### Sequential cells coloured by netlist name

Scale bar: 50 um.
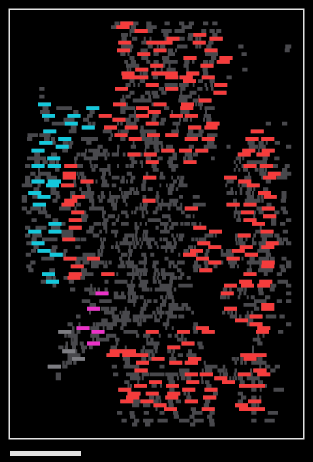
### Pin map

Pins as bars across the die edge, other pins in grey.
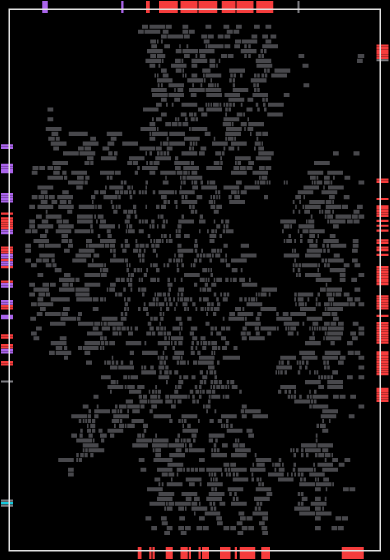
### The clock network

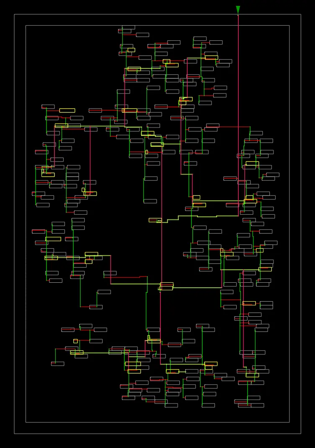
### Selected gate families

Scale bar: 50 um.
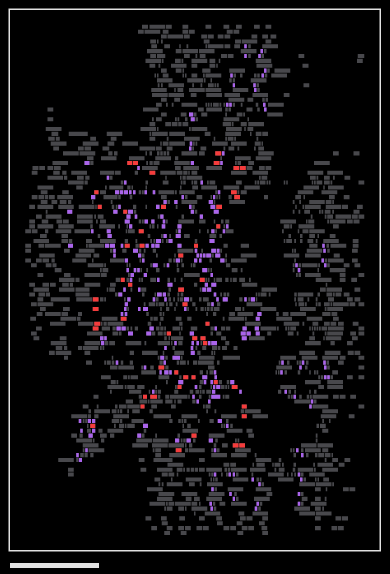
### Routed metal, one colour a layer

Two of the layers only.
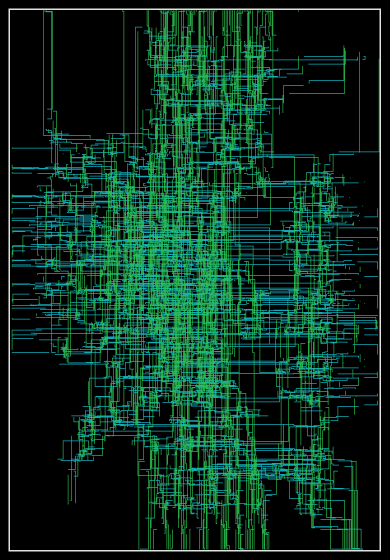
### src/rtl/bnn_pkg.sv
// Shared BNN dimensions and the pooling/flatten FSM state encoding.
// The final layer derives its NUM_INPUTS default from FLAT_LEN.
package bnn_pkg;
  localparam int IMG_W    = 28;
  localparam int IMG_H    = 28;
  localparam int POOLED_W = IMG_W / 2;
  localparam int FLAT_LEN = POOLED_W * (IMG_H / 2);

  typedef enum logic [1:0] {
    IDLE    = 2'd0,
    COLLECT = 2'd1,
    DONE    = 2'd2
  } state_t;
endpackage

### src/rtl/pool_row_or2x2.sv
// Combinational 2x2 binary max-pool of two adjacent rows: each output bit
// is the OR of a 2x2 window.
module pool_row_or2x2 #(
  parameter int IMG_W = bnn_pkg::IMG_W
) (
  input  logic [IMG_W-1:0]   row_a,
  input  logic [IMG_W-1:0]   row_b,
  output logic [IMG_W/2-1:0] pooled
);
  for (genvar c = 0; c < IMG_W/2; c++) begin : g_win
    assign pooled[c] = row_a[2*c] | row_a[2*c+1] | row_b[2*c] | row_b[2*c+1];
  end
endmodule

### src/rtl/maxpool_flatten_layer.sv
// Collects a binary feature map row by row, 2x2 OR-pools row pairs and
// assembles the flattened vector consumed by the final classification layer.
module maxpool_flatten_layer
  import bnn_pkg::*;
#(
  parameter int IMG_W = bnn_pkg::IMG_W,
  parameter int IMG_H = bnn_pkg::IMG_H,
  localparam int NUM_OUTPUTS = (IMG_W/2) * (IMG_H/2)
) (
  input  logic                   clock,
  input  logic                   reset,
  input  logic                   en,
  input  logic                   row_valid,
  input  logic [IMG_W-1:0]       row_in,
  output logic                   row_ready,
  output logic [NUM_OUTPUTS-1:0] data_out,
  output logic                   layer_2_done
);
  localparam int PW    = IMG_W / 2;
  localparam int CNT_W = $clog2(IMG_H);
  localparam logic [CNT_W-1:0] LAST_ROW = CNT_W'(IMG_H - 1);

  state_t           state;
  logic [CNT_W-1:0] row_cnt;
  logic [IMG_W-1:0] row_buf;
  logic [PW-1:0]    pooled;
  logic             accept;

  // Even row sits in row_buf; the odd row arrives live on row_in.
  pool_row_or2x2 #(.IMG_W(IMG_W)) u_pool (
    .row_a (row_buf),
    .row_b (row_in),
    .pooled(pooled)
  );

  assign accept = row_valid && row_ready;

  always_ff @(posedge clock or posedge reset) begin
    if (reset) begin
      state        <= IDLE;
      row_cnt      <= '0;
      row_buf      <= '0;
      data_out     <= '0;
      row_ready    <= 1'b0;
      layer_2_done <= 1'b0;
    end else begin
      case (state)
        IDLE: begin
          layer_2_done <= 1'b0;
          row_ready    <= 1'b0;
          if (en) begin
            state     <= COLLECT;
            data_out  <= '0;
            row_cnt   <= '0;
            row_ready <= 1'b1;
          end
        end
        COLLECT: begin
          if (!en) begin
            // Abandoned frame: nothing partial may leak into the next one.
            state     <= IDLE;
            data_out  <= '0;
            row_cnt   <= '0;
            row_ready <= 1'b0;
          end else if (accept) begin
            if (!row_cnt[0])
              row_buf <= row_in;
            else
              data_out[int'(row_cnt >> 1) * PW +: PW] <= pooled;
            if (row_cnt == LAST_ROW) begin
              state        <= DONE;
              row_cnt      <= '0;
              row_ready    <= 1'b0;
              layer_2_done <= 1'b1;
            end else begin
              row_cnt <= row_cnt + 1'b1;
            end
          end
        end
        DONE: begin
          row_ready <= 1'b0;
          if (!en) begin
            state        <= IDLE;
            layer_2_done <= 1'b0;
          end
        end
        default: begin
          state        <= IDLE;
          row_ready    <= 1'b0;
          layer_2_done <= 1'b0;
        end
      endcase
    end
  end
endmodule
### config.mk
export PLATFORM = sky130hd
export DESIGN_NAME = maxpool_flatten_layer
export DESIGN_NICKNAME = d
export VERILOG_FILES = /design/src/rtl/bnn_pkg.sv /design/src/rtl/pool_row_or2x2.sv /design/src/rtl/maxpool_flatten_layer.sv
export SDC_FILE = /design/constraint.sdc
export NUM_CORES = 1
export LEC_CHECK = 0
export CORE_ASPECT_RATIO = 1.5
export CORE_MARGIN = 8
export CORE_UTILIZATION = 24
export CTS_CLUSTER_SIZE = 16
export DETAILED_ROUTE_END_ITERATION = 10
export GPL_ROUTABILITY_DRIVEN = 0
export MAX_ROUTING_LAYER = met4
export PLACE_DENSITY = 0.46
export REMOVE_ABC_BUFFERS = 1
export SETUP_SLACK_MARGIN = 0.1
export SYNTH_ARGS = -nofsm -noshare
export SYNTH_HDL_FRONTEND = slang
export SYNTH_SLANG_ARGS = --single-unit
### constraint.sdc
create_clock -name clock -period 17.65 [get_ports clock]
set_input_delay 1.765 -clock clock [delete_from_list [all_inputs] [get_ports clock]]
set_output_delay 1.765 -clock clock [all_outputs]
set_load 0.02 [all_outputs]
==> Slide: Implementation Results <==
Physical Implementation Snapshot

Status
  • Status: finished clean

Critical path
  • Setup CP Type: register to register
  • WP data arrival: 6260 ps
  • Buf/Inv on CP: 1
  • Slowest CP cell: fa_1
  • Max FO, Critical Path: 23
  • Critical Path RT: 18090 ps
  • Crit-path leading delay family: adder cells
  • CP cell instances: fa_1 -> ha_1 -> inv_1 -> fa_1 -> nor2b_1 -> nand3_4 -> xor3_2 -> nor3_4 -> a32oi_1 -> o31ai_1

Final layout
  • Fillers: 5635
  • Antenna Cells: 0
  • Share of layout cells above drive strength 1: 9.11%
  • Layout net count: 1665

STA
  • Fmax: 172 MHz
  • Final worst path period need: 5820 ps
  • Final setup fails: 0
  • TNS Setup: 0 ps
  • Max-slew violations: 0
  • Final hold vios: 0
  • Relative slew slack: 15.5%
  • Slew @ Worst Pin: 1260 ps

Drt
  • Met1 Wirelength: 22300 um
  • Via count: 12200
  • Top Metal Used: met4
  • Detail Route met2 WL: 26600 um
  • Remaining DRCs: 0
  • DRT Pass-1 Iters: 6
  • Antenna Violating Nets Remaining: 0

Synthesis
  • Top-area cell type share of the netlist area: 44.6%
  • Synth area leaders: dfrtp_1 45%, mux2i_1 7.8%, nand2_1 7.6%
  • Number of enable flip-flop cells: 0
  • Synth async-reset ratio: 100%
  • Largest area contributor in the netlist: dfrtp_1
  • Post-Syn Area: 0.0131 mm^2
  • Distinct cells, synth: 81
  • Most common reg cell: dfrtp_1
  • Flop and latch count out of synthesis: 233
  • Synth top cell by count: nand2_1
  • Synth Instances: 1418

Run
  • OpenROAD warnings: 33
  • MaxCap Viol Count: 0

GRT
  • Global-route wire length before repair: 81900 um
  • Met1 Use GR: 21.0%
  • GRT Max-Usage Layer: met2
  • Vias in the first global route: 12200
  • Global-route track usage on met2: 29.5%
  • Met3 Use GR: 2.33%

Floorplan
  • Die Area: 0.0623 mm^2
  • Io pins: 230
  • Core Util at FP: 24.1%
  • CORE AREA: 0.0543 mm^2
  • Rows: 105

Clocking
  • CTS Hold Buffers Added: 0
  • Setup repair bufs after CTS: 0
  • CTS tree: yes
  • H-tree depth: 1
  • CTS Buffer Depth: 3
  • Clk root buf: clkbuf_16
  • Total CTS buffers: 26

Power
  • Peak supply drop: 0.0628 mV
  • Pwr Density: 90.2 mW/mm^2

Placement
  • Placed cell count: 2285
  • DP Wirelength: 41500 um

Min path
  • Hold WC Path Type: register to register
## Picture notes: 'Sequential cells coloured by netlist name'
data_out -> red  # placed flops 196
row_buf -> cyan  # placed flops 28
row_cnt -> magenta  # placed flops 5
not coloured = 4

## Picture notes: 'Pin map'
data_out -> red  # pins 196, direction output, edge 62 north, 62 east, 52 south, 20 west
row_in -> purple  # pins 28, direction input, edge 24 west, 4 north
layer_2_done -> cyan  # pins 1, direction output, edge west

## Picture notes: 'The clock network'
clock tree sinks: 233
number of clock-tree buffers in the layout: 39
clk_lat worst skew: 560 ps
Seq cells: 233

## Picture notes: 'Selected gate families'
AND-OR and OR-AND gates -> red  # cells 52
inverting AOI/OAI gates -> purple  # cells 240
Commonest Layout Cell: nand2_1
final non-filler cell total: 2330

## Picture notes: 'Routed metal, one colour a layer'
met1 -> cyan  # wire length 22.3 mm
met2 -> green  # wire length 26.6 mm
total track usage: 18.0%
drt wl/cell: 24.0 um
final WL: 56000 um

==> cell usage in the layout, fill, tap and decap left out, types with 7 or more instances in the layout <==
cell | netlist | routed
o21ai_1 | 23 | 23
dfrtp_1 | 233 | 233
a31oi_1 | 11 | 11
nand3_1 | 132 | 132
or2_2 | 7 | 7
and3_1 | 11 | 11
o41ai_1 | 7 | 7
or4_1 | 9 | 9
buf_4 | 5 | 30
clkbuf_16 | 0 | 27
nand2b_1 | 9 | 9
a22o_1 | 7 | 7
a21oi_1 | 42 | 41
or3_1 | 9 | 9
nand2_1 | 266 | 265
o21ai_0 | 69 | 69
o211ai_1 | 12 | 12
nor2b_1 | 9 | 9
clkdlybuf4s50_1 | 0 | 229
nor3_1 | 29 | 29
nor2_1 | 79 | 78
ha_1 | 11 | 11
a32o_1 | 13 | 13
mux2i_1 | 102 | 102
clkbuf_8 | 0 | 8
o22ai_1 | 21 | 21
nand4_1 | 9 | 9
nor4_1 | 18 | 18
o31ai_1 | 18 | 18
inv_1 | 19 | 18
a21o_1 | 11 | 11
mux2_2 | 32 | 32
mux4_2 | 7 | 7
==> power by group <==
part | total [mW] | leakage, nW | internal (mW) | switching [mW]
Sequential | 0.572 | 3.20 | 0.556 | 0.0158
Combinational | 0.381 | 3.37 | 0.107 | 0.274
Clock | 0.585 | 0.445 | 0.354 | 0.230
==> worst reg2reg max path: cells and delay by family (launching register included) <==
kind                       cells  cell delay [ps]
AOI/OAI and AO/OA              2              740
xor gates and xnor gates       1              680
adders and majority gates      3             1920
buffers and inverters          1               70
DFF                            1              650
and+or+nand+nor                3             1630
==> stage by stage <==
step / area [um^2] / setup WS, ps / hold slack, ps / utilization [%] / power (mW)
after floorplan: 12700 / 9500 / 472 / - / 0.801
after global placement: 16100 / 12030 / 471 / 29.7 / 0.952
after detailed placement: 16100 / 12010 / 475 / 29.7 / 0.956
after CTS: 17000 / 12010 / 489 / 31.4 / 1.55
after global routing: 17000 / 11630 / 512 / 31.4 / 1.60
final: 17000 / 11830 / 484 / 31.4 / 1.54
==> cell type report <==
class,count,area [um^2],share of cell area (%)
repair buffers,259,2520,14.8
flip-flops and latches,233,5830,34.2
inverters,20,82.6,0.484
clock inverters,6,108,0.631
well taps,695,870,5.10
clock buffers,39,801,4.70
multi-input cells,1078,6840,40.1
==> flip-flops by register name, indices dropped and copies added (netlist names) <==
name and cells:
row_ready 1, row_cnt 5, data_out 196, layer_2_done 1, state 2, row_buf 28
==> kinds of logic (layout without fill, tap and decap cells) <==
kind of cell	after synthesis	after routing	share of synthesized area [%]
AOI/OAI and AO/OA	292	292	14.8
and+or+nand+nor	615	615	22.2
adders and majority gates	15	15	1.67
DFF	233	233	44.6
buffers and inverters	107	324	3.53
muxes	141	141	11.8
xor gates and xnor gates	15	15	1.39
==> path summary, 6_finish.rpt <==
check	from	end	slack, ps	depth (start not counted)
worst min-delay path	data_out[81]	data_out[81]	480	2
min in group asynchronous	reset	data_out[16]	1750	2
worst max register to register	row_cnt[1]	data_out[132]	11830	10
max in group asynchronous	reset	data_out[135]	14470	3
worst max-delay path	row_cnt[1]	data_out[132]	11830	10
worst min register to register	data_out[81]	data_out[81]	480	2
Power and IR drop assume default switching activity.
